**src/rtl/systolic_skew_feeder_if.sv**
```systemverilog
// Operand-feeder bus: wave write port, stream control, and the skewed
// operand vector with its array-enable and status flags.
interface systolic_skew_feeder_if #(
  parameter int BITS_AB = 8,
  parameter int DIM     = 8
);
  logic                         wr_en;
  logic [$clog2(DIM)-1:0]       wr_idx;
  logic [DIM-1:0][BITS_AB-1:0]  wr_data;
  logic                         start;
  logic                         stall;
  logic [DIM-1:0][BITS_AB-1:0]  A_out;
  logic                         en_out;
  logic                         busy;
  logic                         done;

  modport master (
    output wr_en, wr_idx, wr_data, start, stall,
    input  A_out, en_out, busy, done
  );

  modport slave (
    input  wr_en, wr_idx, wr_data, start, stall,
    output A_out, en_out, busy, done
  );
endinterface

```
**src/rtl/systolic_skew_feeder.sv**
```systemverilog
// Skewed operand feeder for a DIMxDIM systolic array. Holds DIM waves and
// streams them diagonally: lane i lags lane 0 by i steps, empty slots are 0.
// All outputs come straight from registers.
module systolic_skew_feeder #(
  parameter int BITS_AB = 8,
  parameter int DIM     = 8
) (
  input logic                   clk,
  input logic                   rst,
  systolic_skew_feeder_if.slave bus
);
  localparam int KW = $clog2(2 * DIM);
  localparam logic [KW-1:0] ALL_ISSUED = KW'(2 * DIM - 1);

  typedef enum logic [1:0] {IDLE, STREAM, DONE} state_t;

  state_t                      state, state_next;
  logic [KW-1:0]               k, k_next;
  logic [DIM-1:0][BITS_AB-1:0] wave_mem [DIM];
  logic [DIM-1:0][BITS_AB-1:0] a_reg, a_next, step_vec;
  logic                        en_reg, en_next;
  logic                        busy_reg, busy_next;
  logic                        done_reg, done_next;
  logic                        wr_accept;

  // Writes land only while idle, so a running stream sees a frozen buffer.
  assign wr_accept = bus.wr_en && (state == IDLE);

  // Diagonal slice for step k; a same-cycle write is forwarded so that a
  // start coinciding with a write streams the freshly written wave.
  always_comb begin
    for (int i = 0; i < DIM; i++) begin
      step_vec[i] = '0;
      for (int w = 0; w < DIM; w++) begin
        if (int'(k) == w + i) begin
          if (wr_accept && int'(bus.wr_idx) == w) step_vec[i] = bus.wr_data[i];
          else                                    step_vec[i] = wave_mem[w][i];
        end
      end
    end
  end

  // Next-state and next-output logic; k counts steps already issued.
  always_comb begin
    state_next = state;
    k_next     = k;
    a_next     = a_reg;
    en_next    = 1'b0;
    busy_next  = busy_reg;
    done_next  = 1'b0;
    case (state)
      IDLE: begin
        busy_next = 1'b0;
        k_next    = '0;
        if (bus.start) begin
          state_next = STREAM;
          a_next     = step_vec;
          en_next    = 1'b1;
          busy_next  = 1'b1;
          k_next     = KW'(1);
        end
      end
      STREAM: begin
        busy_next = 1'b1;
        if (k == ALL_ISSUED) begin
          state_next = DONE;
          done_next  = 1'b1;
          busy_next  = 1'b0;
          a_next     = '0;
        end else if (!bus.stall) begin
          a_next  = step_vec;
          en_next = 1'b1;
          k_next  = k + KW'(1);
        end
      end
      DONE: begin
        state_next = IDLE;
        busy_next  = 1'b0;
        k_next     = '0;
        a_next     = '0;
      end
      default: begin
        state_next = IDLE;
        k_next     = '0;
        a_next     = '0;
        busy_next  = 1'b0;
      end
    endcase
  end

  // State, counter and output registers.
  always_ff @(posedge clk) begin
    if (rst) begin
      state    <= IDLE;
      k        <= '0;
      a_reg    <= '0;
      en_reg   <= 1'b0;
      busy_reg <= 1'b0;
      done_reg <= 1'b0;
    end else begin
      state    <= state_next;
      k        <= k_next;
      a_reg    <= a_next;
      en_reg   <= en_next;
      busy_reg <= busy_next;
      done_reg <= done_next;
    end
  end

  // Wave buffer.
  always_ff @(posedge clk) begin
    if (rst) begin
      for (int w = 0; w < DIM; w++) wave_mem[w] <= '0;
    end else if (wr_accept) begin
      wave_mem[bus.wr_idx] <= bus.wr_data;
    end
  end

  assign bus.A_out  = a_reg;
  assign bus.en_out = en_reg;
  assign bus.busy   = busy_reg;
  assign bus.done   = done_reg;
endmodule

```
**src/flat_wrapper.sv**
```systemverilog
// flat-port wrapper written by rule: the top's interface ports become plain ports
module systolic_skew_feeder_flat 
#(
  parameter int BITS_AB = 8,
  parameter int DIM     = 8
)
  (clk, rst, bus_wr_en, bus_wr_idx, bus_wr_data, bus_start, bus_stall, bus_A_out, bus_en_out, bus_busy, bus_done);
  systolic_skew_feeder_if #(.BITS_AB(BITS_AB), .DIM(DIM)) bus_i ();
  input logic clk;
  input logic rst;
  input wire logic [$bits(bus_i.wr_en)-1:0] bus_wr_en;
  input wire logic [$bits(bus_i.wr_idx)-1:0] bus_wr_idx;
  input wire logic [$bits(bus_i.wr_data)-1:0] bus_wr_data;
  input wire logic [$bits(bus_i.start)-1:0] bus_start;
  input wire logic [$bits(bus_i.stall)-1:0] bus_stall;
  output wire logic [$bits(bus_i.A_out)-1:0] bus_A_out;
  output wire logic [$bits(bus_i.en_out)-1:0] bus_en_out;
  output wire logic [$bits(bus_i.busy)-1:0] bus_busy;
  output wire logic [$bits(bus_i.done)-1:0] bus_done;
  assign bus_i.wr_en = bus_wr_en;
  assign bus_i.wr_idx = bus_wr_idx;
  assign bus_i.wr_data = bus_wr_data;
  assign bus_i.start = bus_start;
  assign bus_i.stall = bus_stall;
  assign bus_A_out = bus_i.A_out;
  assign bus_en_out = bus_i.en_out;
  assign bus_busy = bus_i.busy;
  assign bus_done = bus_i.done;
  systolic_skew_feeder #(.BITS_AB(BITS_AB), .DIM(DIM)) u_core (.clk(clk), .rst(rst), .bus(bus_i));
endmodule
```
**config.mk**
```make
export PLATFORM = sky130hd
export DESIGN_NAME = systolic_skew_feeder_flat
export DESIGN_NICKNAME = d
export VERILOG_FILES = /design/src/rtl/systolic_skew_feeder_if.sv /design/src/rtl/systolic_skew_feeder.sv /design/src/flat_wrapper.sv
export SDC_FILE = /design/constraint.sdc
export NUM_CORES = 1
export LEC_CHECK = 0
export ABC_CLOCK_PERIOD_IN_PS = 8300
export CAP_MARGIN = 20
export CORE_ASPECT_RATIO = 1.2
export CORE_UTILIZATION = 65
export DETAILED_ROUTE_END_ITERATION = 10
export PLACE_DENSITY_LB_ADDON = 0.08
export SYNTH_ARGS = -nofsm -noshare
export SYNTH_HDL_FRONTEND = slang
export SYNTH_SLANG_ARGS = --single-unit
```
**constraint.sdc**
```tcl
create_clock -name clk -period 8.3 [get_ports clk]
set_input_delay 2.49 -clock clk [delete_from_list [all_inputs] [get_ports clk]]
set_output_delay 2.49 -clock clk [all_outputs]
set_load 0.01 [all_outputs]
```
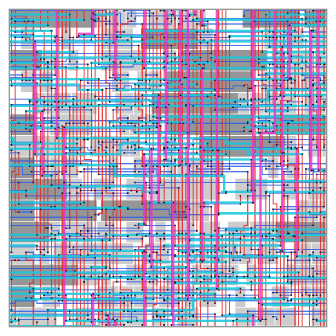
**Above:** run 1 (layout detail).
Region (81, 101) to (121, 141) um. Cells in gray, sequential cells in the stronger gray; small squares are vias.
color	layer
red	metal 2
cyan	metal 3
magenta	metal 4
blue	metal 1
netlist names of flops here include	`u_core.wave_mem` (11), `u_core.bus.A_out` (3)
sequential cells in the window	14
most frequent	nand2_1 (30), buf_4 (11), edfxtp_1 (11)
cells with their middle in the window	138

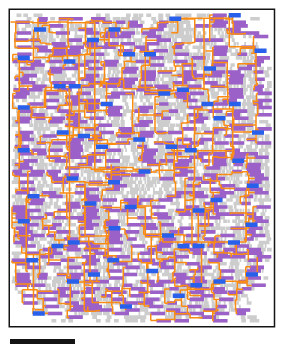
**Above:** run 1 (clock network drawn from the DEF).
Scale bar: 50 um.
[purple] flip-flops | count: 585
[blue] clock drivers | count: 58
[orange] clock wires | length: 7080 um
routed clock nets	59
flops lie	spread over the die
clk latency late pin: 0.64 ns
Final Skew: 0.0205 ns

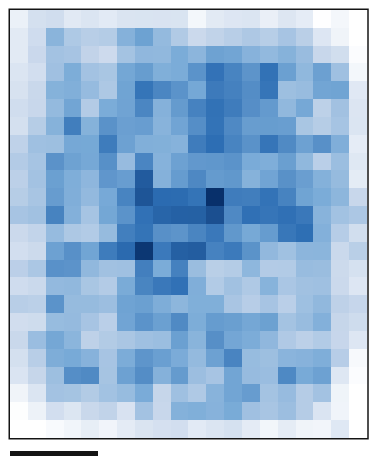
**Above:** run 1 (signal metal coverage by tile).
Scale bar: 50 um. The die is cut into 20 by 24 equal tiles; white is low, dark blue is high, scaled to the fullest tile. Values are wire area over tile area, all layers added.
tiles over half the peak	34%
fullest tile	0.87
nearly empty tiles	2.3%
mean over tiles	0.36
densest ninth of the die	center
Tot GR Track Use: 40.3%
DRT Wirelength: 99800 um
routed length per instance: 27.4 um
via count: 25600

-- run 1: layer usage --
layer	track usage, %	vias up	share of wire (%)
met5	0	-	0
met4	24.9	0	5.8
met3	7.69	435	12
met2	65.0	2050	47
met1	50.2	12200	35
li1	-	10900	-
-- run 1: worst reg2reg max path: stages, from the launching register on --
cell      delay [ns]
dfxtp_1         0.54
nor4b_4         0.37
buf_4           0.57
and2_1          0.84
buf_4           0.47
or3_1           0.18
o311ai_0        0.17
a31oi_1         0.24
a22o_1          0.15
-- run 1: worst paths after layout --
kind	slack, ns	from	endpoint
worst max-delay path	2.83	bus_wr_idx[2]	u_core.bus.A_out[12]
worst min-delay path	0.45	u_core.bus.A_out[3]	u_core.bus.A_out[3]
worst max register to register	4.74	u_core.state[0]	u_core.bus.A_out[12]
worst min register to register	0.45	u_core.bus.A_out[3]	u_core.bus.A_out[3]
-- run 1: layout make-up --
class | count | area share [%]
clock buffer | 90 | 5.03
clock inverter | 20 | 0.476
inverter | 12 | 0.130
multi-input combinational | 2115 | 38.0
sequential | 585 | 48.5
tap | 623 | 2.25
timing repair buffer | 200 | 5.58
-- run 1: logic make-up after synthesis --
family | count (synthesis) | share of synthesized area [%]
flops | 585 | 54.0
buf+inv | 314 | 4.28
mux | 201 | 6.69
compound gates | 618 | 13.2
simple gates | 1291 | 21.7
fa+ha+maj | 4 | 0.160
xor+xnor | 1 | 0.0281
-- run 1: metrics by stage --
stage / setup WS [ns] / total power, mW / std cells / util, %
floorplan: 2.71 / 3.70 / 3014 / -
global placement: 2.42 / 3.89 / 3528 / 69.3
detailed placement: 2.34 / 3.91 / 3530 / 69.4
CTS: 2.98 / 6.52 / 3640 / 73.4
global route: 2.81 / 6.68 / 3645 / 73.7
finish: 2.83 / 6.55 / 3645 / 73.7
==> flow_summary.toml, run 1 <==
# flow metrics
[place]
dpl.hpwl_um = 56300
io_buffers = 138
gp_congestion = 0.908
placed_area_um2 = 32700

[flow_run]
warning_count = 29
cap_violations = 0

[timing]
rsz0062_at_grt = "false"
relSlewSlack_pct = 21.7
hold_viol = 0
period_minus_slack_ns = 5.47
hold_ws_ns = 0.451
finalCritPeriodShare_pct = 65.9
slew_violations = 0
setup_tns_ns = 0
worst_pin_slew_ns = 1.17
finalSetupViolations = 0

[synthesis]
ys_warn_count = 0
fp_nets = 3090
syn_inst = 3014
synthArstFlopShare_pct = 0
synthFlopType = "edfxtp_1"
seq_area_frac_synth_pct = 54.0
edf_count = 512
syn_avg_cell_area_um2 = 10.4
top_cell_area_share_pct = 49.3
yosysChipArea_um2 = 31200
synth_area_um2 = 31200

[power]
maxPowerGroup = "registers"
p_seq_share_pct = 51.4
leakage_nw = 13.2
combPwrFrac_pct = 7.7
switching_share_pct = 23.6
clock_power_mw = 2.68
intPower_mw = 5.01
p_seq_mw = 3.37
power.clock.fraction_pct = 40.9

[clock_network]
cts.sinks = 585
htree_num_levels = 2
clk_path_buf_depth = 3
root_buffer = "clkbuf_16"
tritoncts = "yes"
clk_pin_slew_ns = 0.06
cts_setup_buffers = 0
cts_buffers = 58
postCtsResizedCells = 0

[grt]
grt_max_degree = 65
grt_pass1_vias = 25400
grt_pass1_wl_um = 149000
antenna_found_initial = 0

[setup_path]
crit_buf_inv = 3
crit_cells = 9
crit_family = "buffers and inverters"
arrival_ns = 6.05
crit_fanout = 45
slowest_delay_ns = 0.83
cp_cell_sequence = "clkdlybuf4s50_1 > nor4b_4 > buf_4 > and2_1 > buf_4 > or3_1 > o311ai_0 > a31oi_1 > a22o_1"
path_class = "primary input to register"
r2r_cells = 8

[floorplan]
die_height_um = 242
fp.dieW_um = 202
io_pins = 139
fp_util_pct = 66.2
num_rows = 87
dieArea_um2 = 48900

[worst_hold_path]
hold_path_class = "register to register"
hold-path-cell-count = 2

[final_layout]
nNetsFinal = 3048
area.growth.synth_to_final_pct = 11.3
mi_logic_area_um2 = 13200
mostFrequentLayoutCell = "edfxtp_1"
num_antenna_cells = 0
design_area_um2 = 34700
largest_reg_flops = 512
layout_top_cells = "edfxtp_1, and2_1, nand2_1"

[route]
drt_iter0_drc = 3461
drc = 0
avgViaCountPerCell = 7.03

[status]
status = "finished clean"
==> run 1 -> run 2 <==
--- a/config.mk
+++ b/config.mk
@@ -5,10 +5,10 @@
 export SDC_FILE = /design/constraint.sdc
 export NUM_CORES = 1
 export LEC_CHECK = 0
-export ABC_CLOCK_PERIOD_IN_PS = 8300
+export ABC_CLOCK_PERIOD_IN_PS = 5050
 export CAP_MARGIN = 20
 export CORE_ASPECT_RATIO = 1.2
-export CORE_UTILIZATION = 65
+export CORE_UTILIZATION = 61
 export DETAILED_ROUTE_END_ITERATION = 10
 export PLACE_DENSITY_LB_ADDON = 0.08
 export SYNTH_ARGS = -nofsm -noshare
==> constraint.sdc (replaced) <==
create_clock -name clk -period 5.05 [get_ports clk]
set_input_delay 1.515 -clock clk [delete_from_list [all_inputs] [get_ports clk]]
set_output_delay 1.515 -clock clk [all_outputs]
set_load 0.01 [all_outputs]
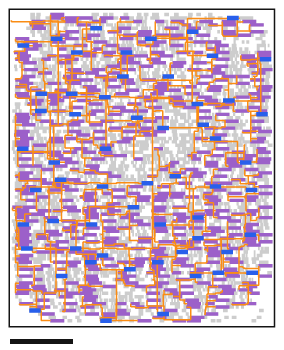
**Above:** run 2 (clock network drawn from the DEF).
Scale bar: 50 um.
Final Skew: 0.0174 ns
Clock power frac: 39.9%
Clock net power: 4.24 mW

==> run 2 against run 1 <==
  * Non-clock buffer count grew 34
  * Global-route usage shrank 3.2 points
  * Count of clock-buffer cells in the layout rose by 2
  * Sequential power increased by 64%
  * Die size grew 6.5%
  * Critical path depth shrank 1
  * Largest cell class unchanged
  * Highest routed layer is now met5
==> flow_summary.toml, run 2 <==
# flow metrics
[floorplan]
die_height_um = 250
num_rows = 90
fp_util_pct = 61.9
dieArea_um2 = 52100
io_pins = 139
fp.dieW_um = 208

[timing]
finalSetupViolations = 0
setup_tns_ns = 0
rsz0062_at_grt = "false"
relSlewSlack_pct = 21.7
finalCritPeriodShare_pct = 79.7
period_minus_slack_ns = 4.02
hold_viol = 0
worst_pin_slew_ns = 1.17
slew_violations = 0

[setup_path]
slowest_delay_ns = 0.69
cp_cell_sequence = "clkdlybuf4s50_1 > nor2b_4 > and2_1 > buf_4 > o21ai_0 > a221oi_1 > o41ai_1 > a221oi_2"
r2r_cells = 6
rrSetupSlack_ns = 1.49
r2r-start = "u_core.k[2]"
crit_fanout = 17
r2r-end = "u_core.bus.A_out[38]"
path_class = "primary input to register"

[clock_network]
tritoncts = "yes"
clk_pin_slew_ns = 0.06
root_buffer = "clkbuf_16"
clk_path_buf_depth = 3
postCtsResizedCells = 0
clock_latency_ns = 0.64
cts_setup_buffers = 0

[synthesis]
synth_area_um2 = 31200
mux_area_share_pct = 6.69
ys_warn_count = 0
synthArstFlopShare_pct = 0
fp_nets = 3090
edf_count = 512
synthFlopType = "edfxtp_1"
synthTopLogicFamily = "simple AND/OR/NAND/NOR gates"
top_cell_area_share_pct = 49.3
syn_avg_cell_area_um2 = 10.4
synthXorXnorAreaFrac_pct = 0.0281
synthSimpleGateAreaFrac_pct = 21.7
fa_ha_area_share_pct = 0.160
compound_area_share_pct = 13.2
yosysChipArea_um2 = 31200

[final_layout]
largest_reg_flops = 512
mostFrequentLayoutCell = "edfxtp_1"
area.growth.synth_to_final_pct = 12.3
mi_logic_area_um2 = 13200
layout_top_cells = "edfxtp_1, and2_1, nand2_1"
nNetsFinal = 3082

[grt]
grtUsageTotal_pct = 37.1
grt_pass1_vias = 24700
antenna_found_initial = 4
grt_pass1_wl_um = 147000
grt_max_degree = 64

[worst_hold_path]
min-delay-start = "u_core.bus.A_out[4]"
hold_path_class = "register to register"
hold-path-cell-count = 2
holdPathEnd = "u_core.bus.A_out[4]"

[route]
dr_total_vias = 25000
avgViaCountPerCell = 6.77
drc = 0
drt_iter0_drc = 2991

[place]
gp_congestion = 0.875
dpl.hpwl_um = 59100
io_buffers = 138

[power]
leakage_nw = 13.4
p_seq_mw = 5.53
maxPowerGroup = "registers"
intPower_mw = 8.11
p_seq_share_pct = 52.1
combPwrFrac_pct = 8.0

[flow_run]
warning_count = 29
cap_violations = 0

[status]
status = "finished clean"
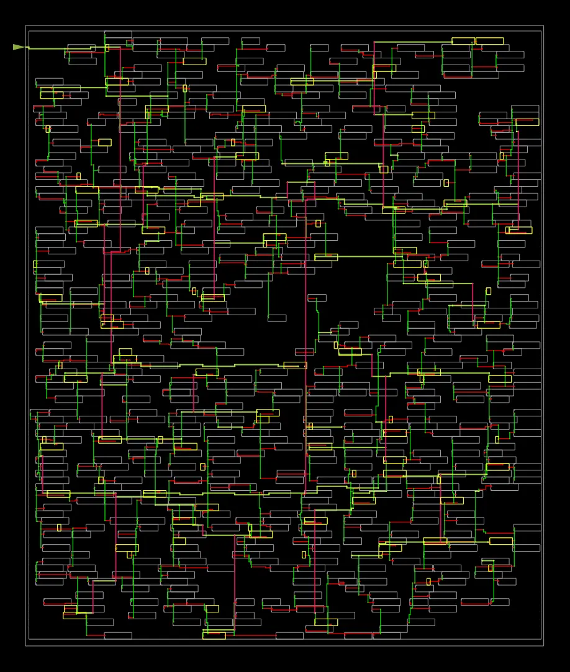
**Above:** run 2 (clock wiring as the flow saved it).
Sink Count: 585
number of buffers created by CTS: 58
Flop Count: 585
clk_buf instances: 92

-- run 2: cell type report --
| class | count | area share, % |
|---|---|---|
| multi-input combinational | 2115 | 37.7 |
| clock inverter | 16 | 0.368 |
| inverter | 12 | 0.128 |
| antenna | 1 | 0.00714 |
| clock buffer | 92 | 4.82 |
| timing repair buffer | 234 | 6.65 |
| sequential | 585 | 48.0 |
| tap | 644 | 2.30 |
-- run 2: through the flow --
| step | power, mW | worst slack [ns] | utilization [%] | instances | area [um^2] |
|---|---|---|---|---|---|
| floorplan | 6.09 | 0.435 | - | 3014 | 31200 |
| finish | 10.6 | 1.03 | 69.5 | 3699 | 35100 |
| global placement | 6.43 | 0.567 | 65.8 | 3588 | 33200 |
| detailed placement | 6.46 | 0.517 | 65.9 | 3589 | 33200 |
| CTS | 10.6 | 1.17 | 69.5 | 3697 | 35000 |
| global route | 10.9 | 0.987 | 69.5 | 3699 | 35100 |
-- run 2: layer usage --
layer,up-vias,share of wire (%),global-route usage [%]
met4,4,4.6,18.7
met5,-,0.021,0
met1,12100,37,47.6
met2,1652,48,60.8
li1,11000,-,-
met3,323,10,6.44
-- run 2: how the worst max path moves through the flow --
stage / depth (start not counted) / from / slack [ns] / end
after global placement: 8 / bus_wr_en / 0.57 / u_core.bus.A_out[21]
after floorplan: 7 / bus_wr_idx[0] / 0.43 / u_core.wave_mem[6][0]
after global routing: 8 / bus_wr_en / 0.99 / u_core.bus.A_out[21]
final: 8 / bus_wr_en / 1.03 / u_core.bus.A_out[21]
after CTS: 8 / bus_wr_en / 1.17 / u_core.bus.A_out[21]
after detailed placement: 8 / bus_wr_en / 0.52 / u_core.bus.A_out[21]
-- run 2: critical path: cells and delay by family --
family	cells	cell delay, ns
compound gates	4	1.01
simple gates	2	1.24
buf+inv	2	0.81
Power and IR drop assume default switching activity.
